**src/rtl/xgmii_tx_sequencer_pkg.sv**
```systemverilog
// Shared XGMII character constants, framing words and transmit sequencer states.
// Used by the sequencer, the 64B/66B encoder and the receive-side decoder.
package xgmii_tx_sequencer_pkg;

  localparam logic [7:0] XGMII_IDLE     = 8'h07;
  localparam logic [7:0] XGMII_START    = 8'hFB;
  localparam logic [7:0] XGMII_TERM     = 8'hFD;
  localparam logic [7:0] XGMII_ERROR    = 8'hFE;
  localparam logic [7:0] XGMII_PREAMBLE = 8'h55;
  localparam logic [7:0] XGMII_SFD      = 8'hD5;

  // Lane 0 is the least significant byte and goes on the wire first.
  localparam logic [31:0] IDLE_WORD  = {4{XGMII_IDLE}};
  localparam logic [31:0] START_WORD = {{3{XGMII_PREAMBLE}}, XGMII_START};
  localparam logic [31:0] SFD_WORD   = {XGMII_SFD, {3{XGMII_PREAMBLE}}};
  localparam logic [31:0] TERM0_WORD = {{3{XGMII_IDLE}}, XGMII_TERM};
  localparam logic [31:0] ERROR_WORD = {4{XGMII_ERROR}};

  localparam logic [3:0] CTRL_ALL   = 4'b1111;
  localparam logic [3:0] CTRL_NONE  = 4'b0000;
  localparam logic [3:0] CTRL_START = 4'b0001;

  typedef enum logic [2:0] {
    ST_IDLE,
    ST_SFD,
    ST_DATA,
    ST_TERM,
    ST_DRAIN
  } state_t;

endpackage

```
**src/rtl/xgmii_term_formatter.sv**
```systemverilog
// Builds the Terminate-bearing word for a final word with 1..3 valid bytes.
// gap_bytes is the number of idle-gap bytes that word already carries (T included).
module xgmii_term_formatter
  import xgmii_tx_sequencer_pkg::*;
(
  input  logic [31:0] s_data,
  input  logic [3:0]  s_keep,
  output logic [31:0] data,
  output logic [3:0]  ctrl,
  output logic [4:0]  gap_bytes,
  output logic        legal
);

  always_comb begin
    data      = IDLE_WORD;
    ctrl      = ~s_keep;
    gap_bytes = 5'd0;
    legal     = 1'b1;
    case (s_keep)
      4'b0001: begin
        data      = {XGMII_IDLE, XGMII_IDLE, XGMII_TERM, s_data[7:0]};
        gap_bytes = 5'd3;
      end
      4'b0011: begin
        data      = {XGMII_IDLE, XGMII_TERM, s_data[15:0]};
        gap_bytes = 5'd2;
      end
      4'b0111: begin
        data      = {XGMII_TERM, s_data[23:0]};
        gap_bytes = 5'd1;
      end
      default: legal = 1'b0;
    endcase
  end

endmodule

```
**src/rtl/xgmii_tx_sequencer.sv**
```systemverilog
// Turns a byte-keyed MAC frame stream into XGMII words: Start/preamble/SFD,
// payload, Terminate placement, minimum inter-frame gap and underrun abort.
module xgmii_tx_sequencer
  import xgmii_tx_sequencer_pkg::*;
#(
  parameter int IFG_BYTES        = 12,
  parameter int XGMII_DATA_WIDTH = 32
) (
  input  logic                        clk,
  input  logic                        rst,
  input  logic [XGMII_DATA_WIDTH-1:0] s_data,
  input  logic [3:0]                  s_keep,
  input  logic                        s_last,
  input  logic                        s_valid,
  output logic                        s_ready,
  output logic [XGMII_DATA_WIDTH-1:0] xgmii_data_out,
  output logic [3:0]                  xgmii_ctrl_out,
  input  logic                        xgmii_ready_in,
  output logic                        underrun,
  output logic                        frame_done
);

  localparam logic [4:0] IFG_THRESH = 5'(IFG_BYTES);

  state_t      state_q, state_d;
  logic [31:0] data_q, data_d;
  logic [3:0]  ctrl_q, ctrl_d;
  logic [4:0]  ifg_q, ifg_d, ifg_sat;
  logic        drain_q, drain_d;
  logic        underrun_q, underrun_d;
  logic        done_q, done_d;

  logic [31:0] fmt_data;
  logic [3:0]  fmt_ctrl;
  logic [4:0]  fmt_gap;
  logic        fmt_legal;

  xgmii_term_formatter u_term_formatter (
    .s_data    (s_data),
    .s_keep    (s_keep),
    .data      (fmt_data),
    .ctrl      (fmt_ctrl),
    .gap_bytes (fmt_gap),
    .legal     (fmt_legal)
  );

  // ifg_q counts gap bytes already loaded; a Start may be loaded once it reaches the minimum.
  assign ifg_sat = (ifg_q > 5'd27) ? 5'd31 : ifg_q + 5'd4;

  // Handshake: an input word transfers in a cycle where s_valid && s_ready;
  // an output word transfers in a cycle where xgmii_ready_in is high, and the
  // output register loads its successor in that same cycle.
  always_comb begin
    state_d    = state_q;
    data_d     = data_q;
    ctrl_d     = ctrl_q;
    ifg_d      = ifg_q;
    drain_d    = drain_q;
    underrun_d = 1'b0;
    done_d     = 1'b0;
    s_ready    = 1'b0;
    case (state_q)
      ST_IDLE: begin
        if (xgmii_ready_in) begin
          if (s_valid && (ifg_q >= IFG_THRESH)) begin
            data_d  = START_WORD;
            ctrl_d  = CTRL_START;
            state_d = ST_SFD;
          end else begin
            data_d = IDLE_WORD;
            ctrl_d = CTRL_ALL;
            ifg_d  = ifg_sat;
          end
        end
      end
      ST_SFD: begin
        if (xgmii_ready_in) begin
          data_d  = SFD_WORD;
          ctrl_d  = CTRL_NONE;
          state_d = ST_DATA;
        end
      end
      ST_DATA: begin
        s_ready = xgmii_ready_in && s_valid;
        if (xgmii_ready_in) begin
          if (!s_valid) begin
            data_d     = ERROR_WORD;
            ctrl_d     = CTRL_ALL;
            underrun_d = 1'b1;
            drain_d    = 1'b1;
            state_d    = ST_TERM;
          end else if (!s_last) begin
            data_d = s_data;
            ctrl_d = CTRL_NONE;
          end else if (s_keep == 4'b1111) begin
            data_d  = s_data;
            ctrl_d  = CTRL_NONE;
            drain_d = 1'b0;
            state_d = ST_TERM;
          end else if (fmt_legal) begin
            data_d  = fmt_data;
            ctrl_d  = fmt_ctrl;
            ifg_d   = fmt_gap;
            done_d  = 1'b1;
            state_d = ST_IDLE;
          end else begin
            data_d     = ERROR_WORD;
            ctrl_d     = CTRL_ALL;
            underrun_d = 1'b1;
            drain_d    = 1'b0;
            state_d    = ST_TERM;
          end
        end
      end
      ST_TERM: begin
        if (xgmii_ready_in) begin
          data_d  = TERM0_WORD;
          ctrl_d  = CTRL_ALL;
          ifg_d   = 5'd4;
          done_d  = 1'b1;
          state_d = drain_q ? ST_DRAIN : ST_IDLE;
        end
      end
      ST_DRAIN: begin
        // The rest of an aborted frame is swallowed at full rate, even under encoder stall.
        s_ready = 1'b1;
        if (xgmii_ready_in) begin
          data_d = IDLE_WORD;
          ctrl_d = CTRL_ALL;
          ifg_d  = ifg_sat;
        end
        if (s_valid && s_last) begin
          drain_d = 1'b0;
          state_d = ST_IDLE;
        end
      end
      default: state_d = ST_IDLE;
    endcase
  end

  always_ff @(posedge clk) begin
    if (!rst) begin
      state_q    <= ST_IDLE;
      data_q     <= IDLE_WORD;
      ctrl_q     <= CTRL_ALL;
      ifg_q      <= 5'd31;
      drain_q    <= 1'b0;
      underrun_q <= 1'b0;
      done_q     <= 1'b0;
    end else begin
      state_q    <= state_d;
      data_q     <= data_d;
      ctrl_q     <= ctrl_d;
      ifg_q      <= ifg_d;
      drain_q    <= drain_d;
      underrun_q <= underrun_d;
      done_q     <= done_d;
    end
  end

  assign xgmii_data_out = data_q;
  assign xgmii_ctrl_out = ctrl_q;
  assign underrun       = underrun_q;
  assign frame_done     = done_q;

endmodule
```
**config.mk**
```make
export PLATFORM = sky130hd
export DESIGN_NAME = xgmii_tx_sequencer
export DESIGN_NICKNAME = d
export VERILOG_FILES = /design/src/rtl/xgmii_tx_sequencer_pkg.sv /design/src/rtl/xgmii_term_formatter.sv /design/src/rtl/xgmii_tx_sequencer.sv
export SDC_FILE = /design/constraint.sdc
export NUM_CORES = 1
export LEC_CHECK = 0
export CORE_UTILIZATION = 35
export DETAILED_ROUTE_END_ITERATION = 6
export GPL_ROUTABILITY_DRIVEN = 1
export PLACE_DENSITY = 0.62
export SYNTH_ARGS = -nofsm -noshare
export SYNTH_HDL_FRONTEND = slang
export SYNTH_SLANG_ARGS = --single-unit
```
**constraint.sdc**
```tcl
create_clock -name clk -period 2.3 [get_ports clk]
set_input_delay 0.345 -clock clk [delete_from_list [all_inputs] [get_ports clk]]
set_output_delay 0.345 -clock clk [all_outputs]
set_load 0.01 [all_outputs]
```
Fig. 1: run 1, sizing map
(6 px per µm)
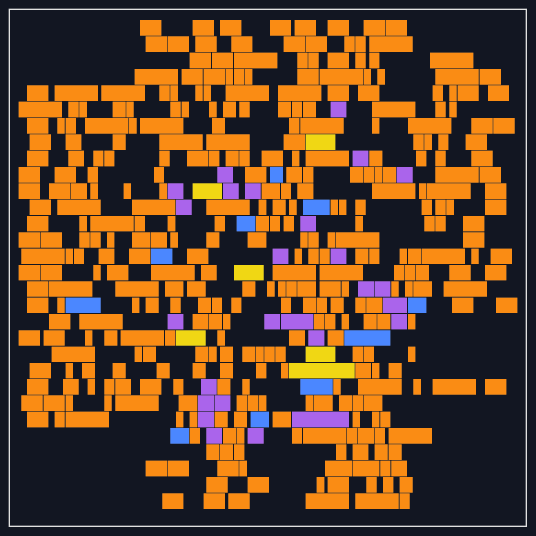
- x3 and x4: purple (cells 26)
- x1 and smaller: orange (cells 358)
- x6 and larger: yellow (cells 6)
- x2: blue (cells 10)
Non-clk bufs: 101
area delta synth->final: 42.67%
fin area: 3518 µm²
Worst Slack Setup Final: 0.1845 ns

Fig. 2: run 1, routing congestion
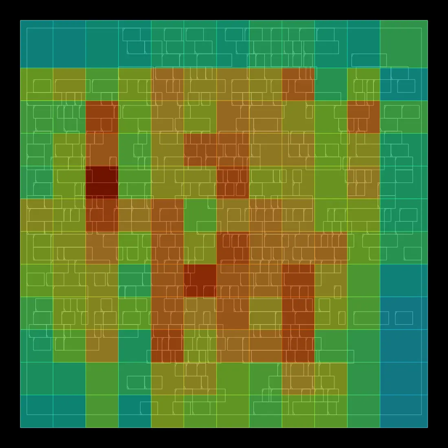
total track usage: 21.13%
met2 Use GR: 34.85%
routed wire length per instance: 15.25 µm
GR peak layer: met2

Fig. 3: run 1, where the registers sit
(4 px per µm) Other sequential cells in the stronger grey, the rest of the logic in the fainter grey.
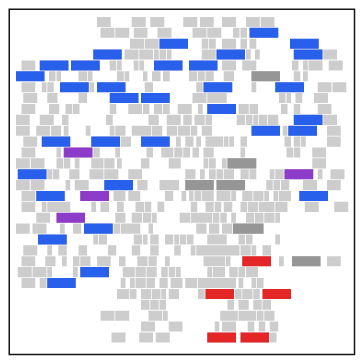
- `ifg_q`: red (flops 5)
- `xgmii_data_out`: blue (flops 32)
- `xgmii_ctrl_out`: purple (flops 4)
- not coloured: 6
FF+latch area: 942.2 µm²
fin util: 51.79%
Seq area share: 26.78%
Power Sequential: 871 µW

==> results.cfg, run 1 <==
; yosys + openroad results
[run_status]
status = complete, no violations

[floorplanning]
rows = 30
die_h_um = 85.94
core-area_um2 = 6794
io_pins = 80
core_util_floorplan_pct = 36.30
die_x_um = 85.94
die-area_um2 = 7386

[logic_synthesis]
synthTopLogicFamily = AND-OR/OR-AND gates
aoi_share_pct = 30.29
synth_area_um2 = 2466
ys_types = 57
edf_count = 0
ys_chip_area_um2 = 2466
synth-simple-area-share_pct = 22.88
xor_area_share_pct = 0
ys_cells = 313
synthCells = 313
mux_area_share_pct = 0.8118
async_reset_ff_share_pct = 0
yosys_register_bits = 47
ff_type = dfxtp_1
postSynthSeqShare_pct = 38.15
avgSynthCellArea_um2 = 7.879

[sta]
slew_viol_final = 0
tightest_slew_ns = 0.4677
holdWs_ns = 0.4663
fin_skew_ns = 0.004887
hold_violations = 0
period_used_pct = 91.98
setup_tns_ns = 0
setup_viol = 0
fmax_mhz = 472.7

[drt]
viasPerCell = 5.194
ant_nets = 0
drt-pass1-iter-count = 4
remaining_drc_errors = 0

[placement]
place_congestion = 0.8083
hpwl_um = 5706
dp_slack_ns = 0.1691
io_buffers = 79

[cts]
cts_tree = built
clk_path_buf_depth = 2
clockRootBuffer = clkbuf_8
cts_hold_buf = 0
clkTransAtPathRegs_ns = 0.09
htreeDepth = 2
cts_buffers = 5

[global_routing]
grt_max_degree = 23
grt_overflow = 0
grt_pass1_vias = 2439
grt_pass1_wl_um = 12300

[layout]
num-nets-final = 443
drive_gt1_share_pct = 10.50
fill_cells = 678
n_antenna_cell = 0

[setup_path]
path_cells = clkdlybuf4s50_1, nor2b_1, a31oi_1, nor2_1, clkdlybuf4s50_1
worst-path-buf-inv = 2
cpLargestDelayFamily = buffers and inverters
crit_required_ns = 1.96
worst_setup_path_end_kind = output pin
crit_path_start_kind = primary input
timing.setup.critical_path_class = primary input to output pin
cp_data_arrival_time_ns = 1.77
cpPeakStageDelay_ns = 0.54
cp_max_fo = 2
cp_slowest_cell = clkdlybuf4s50_1

[flow_run]
warnings = 27

[hold_path]
hold_class = flop to flop

[power_and_ir_drop]
power_density_nw_per_um2 = 532.6
run 1: flip-flops by register name (all words and copies together) (netlist names):
signal	flops
drain_q	1
frame_done	1
ifg_q	5
state_q	3
underrun	1
xgmii_ctrl_out	4
xgmii_data_out	32
run 1: timing repair:
| action | 4_1_cts | 5_1_grt |
|---|---|---|
| endpoints found under the setup margin | 0 | 1 |
| gates resized | 0 | 1 |
| endpoints found under the hold margin | 0 | 0 |
run 1: placed cells by master, fill, tap and decap left out, drive strengths merged, types with 2 or more instances in the layout:
cell type       n
a311oi          4
a21o            2
buf            22
o2111ai         2
nor2           26
ha              2
o211ai          3
a211oi          2
o21ai          35
nor2b           6
and3            2
nand4           5
clkbuf          5
inv             9
nand2          39
mux2i           2
nand3           8
o21a            3
nor3            7
a21oi          33
o22ai          10
o32ai           2
a21boi          3
a31oi          10
nand2b          9
clkdlybuf4s50  79
dfxtp          47
nor3b           4
run 1: tightest hold or removal path, stage by stage (launching register included):
cell     delay (ns)
dfxtp_1        0.33
nand2_1        0.05
a21oi_1        0.05
run 1: metrics by stage:
stage	cell area, µm²	util (%)	instances
floorplan	2466	-	313
global placement	3411	50.20	489
detailed placement	3411	50.20	489
CTS	3517	51.77	496
global route	3518	51.79	496
finish	3518	51.79	496
run 1: synth_stat cells, types with 3 or more instances:
| cell | count | share of area, % |
|---|---|---|
| a21oi_1 | 31 | 6.3 |
| a311oi_1 | 3 | 1.1 |
| a31oi_1 | 10 | 2.5 |
| buf_2 | 9 | 1.8 |
| buf_4 | 5 | 1.5 |
| buf_6 | 3 | 1.4 |
| clkbuf_1 | 4 | 0.61 |
| dfxtp_1 | 47 | 38 |
| inv_1 | 9 | 1.4 |
| nand2_1 | 39 | 5.9 |
| nand2b_1 | 8 | 2.0 |
| nand3_1 | 7 | 1.4 |
| nand4_1 | 5 | 1.3 |
| nor2_1 | 25 | 3.8 |
| nor2b_1 | 6 | 1.5 |
| nor3_1 | 7 | 1.4 |
| nor3b_1 | 3 | 0.91 |
| o211ai_1 | 3 | 0.91 |
| o21ai_0 | 29 | 5.9 |
| o21ai_1 | 6 | 1.2 |
| o22ai_1 | 10 | 2.5 |
run 1: final cells by class:
type | instances | area share (%)
Inverter | 10 | 1.067
Sequential cell | 47 | 26.78
Timing Repair Buffer | 101 | 27.17
Multi-Input combinational cell | 235 | 38.55
Clock buffer | 5 | 1.956
Tap cell | 96 | 3.414
Clock inverter | 2 | 1.067
run 1: worst paths after layout:
check | startpoint | endpoint | slack (ns) | depth (start not counted)
hold / removal | xgmii_data_out[11] | xgmii_data_out[11] | 0.47 | 2
setup / recovery | xgmii_ready_in | s_ready | 0.18 | 5
hold reg to reg | xgmii_data_out[11] | xgmii_data_out[11] | 0.47 | 2
setup reg to reg | ifg_q[2] | xgmii_data_out[28] | 0.24 | 6
run 1: where the power goes:
group,switching (µW),leakage (µW),internal [µW]
clock,296,0.0000502,318
combinational,191,0.000851,199
sequential,23.0,0.000384,848
run 1: per-layer routing:
layer	GRT usage, %	up-vias	part of all wire (%)
met5	0	-	0
met4	4.848	0	1.1
met3	4.139	8	6.0
met2	34.85	90	47
met1	28.45	1171	46
li1	-	1307	-
==> run 2: changes to the inputs <==
SKIP_CTS_REPAIR_TIMING = 1   (was unset)
SLEW_MARGIN = 20   (was unset)
Fig. 4: run 2, metal 2
(4 px per µm)
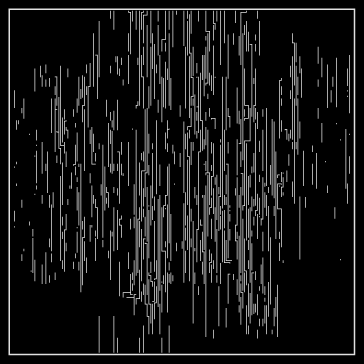
- wire length on this layer: 3530 µm
- longest straight run: 37.7 µm
- main direction: vertical
- share of all routed wire: 47%
- nets with wire on the layer: 358
final wirelength: 7563 µm
total number of vias: 2576

==> run 2 against run 1 <==
Register-to-register slack about the same. Sequential share of layout area is the same. Sequential cell count unchanged. Die size unchanged. Clock-buffer cell count is the same. Critical path depth unchanged. Wire length stayed put. Combinational power about the same. Critical path type unchanged. Hold slack stayed put. Area after synthesis unchanged. Synthesized cell count is the same. Highest routed layer unchanged. Power unchanged.
==> results.cfg, run 2 <==
; yosys + openroad results
[layout]
post-route-util_pct = 51.79
drive_gt1_share_pct = 10.50
lay_top_cells = clkdlybuf4s50_1 (79), dfxtp_1 (46), nand2_1 (39)
stdcell_count = 496
area_growth_pct = 42.67
largest_reg_flops = 32
num-nets-final = 443
final_common_cell = clkdlybuf4s50_1

[logic_synthesis]
common_cells = dfxtp_1 (47), nand2_1 (39), a21oi_1 (31)
topCellsByArea = dfxtp_1 (38%), a21oi_1 (6.3%), nand2_1 (5.9%), o21ai_0 (5.9%), nor2_1 (3.8%)
yosys_register_bits = 47
ys_chip_area_um2 = 2466
aoi_share_pct = 30.29
xor_area_share_pct = 0
largest_area_cell = dfxtp_1
synth-simple-area-share_pct = 22.88
synthTopLogicFamily = AND-OR/OR-AND gates
postSynthSeqShare_pct = 38.15
edf_count = 0
ys_cells = 313
async_reset_ff_share_pct = 0
ff_type = dfxtp_1
ys_types = 57
synth_area_um2 = 2466
synthCells = 313
avgSynthCellArea_um2 = 7.879
mux_area_share_pct = 0.8118
top_cell = dfxtp_1
top_area_share_pct = 38.15

[floorplanning]
die_x_um = 85.94
core-area_um2 = 6794
die-area_um2 = 7386
io_pins = 80
die_h_um = 85.94
core_util_floorplan_pct = 36.30
rows = 30

[cts]
cts_tree = built
cts_buffers = 5
clk_path_buf_depth = 2
clkTransAtPathRegs_ns = 0.09
clock_latency_ns = 0.30
htreeDepth = 2

[drt]
drt-pass1-iter-count = 4
remaining_drc_errors = 0
ant_nets = 0
wl_per_cell_um = 15.25

[sta]
slew_viol_final = 0
period_used_pct = 91.98
hold_violations = 0
tightest_slew_ns = 0.4677
setup_viol = 0
setup_tns_ns = 0
fmax_mhz = 472.7

[placement]
hpwl_um = 5706
io_buffers = 79
place_congestion = 0.8083

[run_status]
status = complete, no violations

[setup_path]
cp_max_fo = 2
crit_required_ns = 1.96
timing.setup.critical_path_class = primary input to output pin
cp_data_arrival_time_ns = 1.77
worst_setup_path_end_kind = output pin
crit_path_start_kind = primary input

[global_routing]
grt_max_degree = 23
use_met3_pct = 4.139
grt_use_met2_pct = 34.85
grt_overflow = 0
grt_pass1_vias = 2439
met1_usage_pct = 28.45
grt_usage_pct = 21.13
grt_pass1_wl_um = 12300

[flow_run]
warnings = 27

[power_and_ir_drop]
power_density_nw_per_um2 = 532.6
## run 2: cell counts in the layout (fill, tap and decap cells not counted)
Identical to the previous run, type by type.
## run 2: cell families (layout without fill, tap and decap cells)
group | after synthesis | after routing
compound gates | 117 | 117
buf+inv | 31 | 118
mux | 2 | 2
fa+ha+maj | 2 | 2
simple gates | 114 | 114
flops | 47 | 47
## run 2: critical path: stages
cell,delay [ns]
clkdlybuf4s50_1,0.49
nor2b_1,0.18
a31oi_1,0.10
nor2_1,0.11
clkdlybuf4s50_1,0.54
## run 2: layout make-up
cell class / instances / area, µm²
Clock buffer: 5 / 68.82
Clock inverter: 2 / 37.54
Fill cell: 678 / 3276
Inverter: 10 / 37.54
Multi-Input combinational cell: 235 / 1356
Sequential cell: 47 / 942.2
Tap cell: 96 / 120.1
Timing Repair Buffer: 101 / 955.9
## run 2: routing by layer
metal / wire (µm) / part of all wire, %
met1: 3487 / 46
met2: 3534 / 47
met3: 455 / 6.0
met4: 85 / 1.1
met5: 0 / 0
## run 2: where the power goes
| part | switching [µW] | internal, µW |
|---|---|---|
| clock network | 296 | 318 |
| logic | 191 | 199 |
| registers | 23.0 | 848 |
| total | 509 | 1360 |
## run 2: path summary, 6_finish.rpt
kind,depth (start not counted),slack [ns],endpoint,startpoint
worst min register to register,2,0.47,xgmii_data_out[11],xgmii_data_out[11]
worst min-delay path,2,0.47,xgmii_data_out[11],xgmii_data_out[11]
worst max-delay path,5,0.18,s_ready,xgmii_ready_in
worst max register to register,6,0.24,xgmii_data_out[28],ifg_q[2]
## run 2: stage by stage
| step | setup slack, ns | total power [µW] | area, µm² | hold slack (ns) |
|---|---|---|---|---|
| 2_1_floorplan | 0.5982 | 1079 | 2466 | 0.4384 |
| 3_3_place_gp | 0.1110 | 1276 | 3411 | 0.4385 |
| 3_5_place_dp | 0.1691 | 1277 | 3411 | 0.4477 |
| 4_1_cts | 0.1035 | 1883 | 3517 | 0.4670 |
| 5_1_grt | 0.03715 | 1958 | 3518 | 0.4866 |
| 6_report | 0.1845 | 1874 | 3518 | 0.4663 |
Power is estimated from default activity; no workload was simulated.
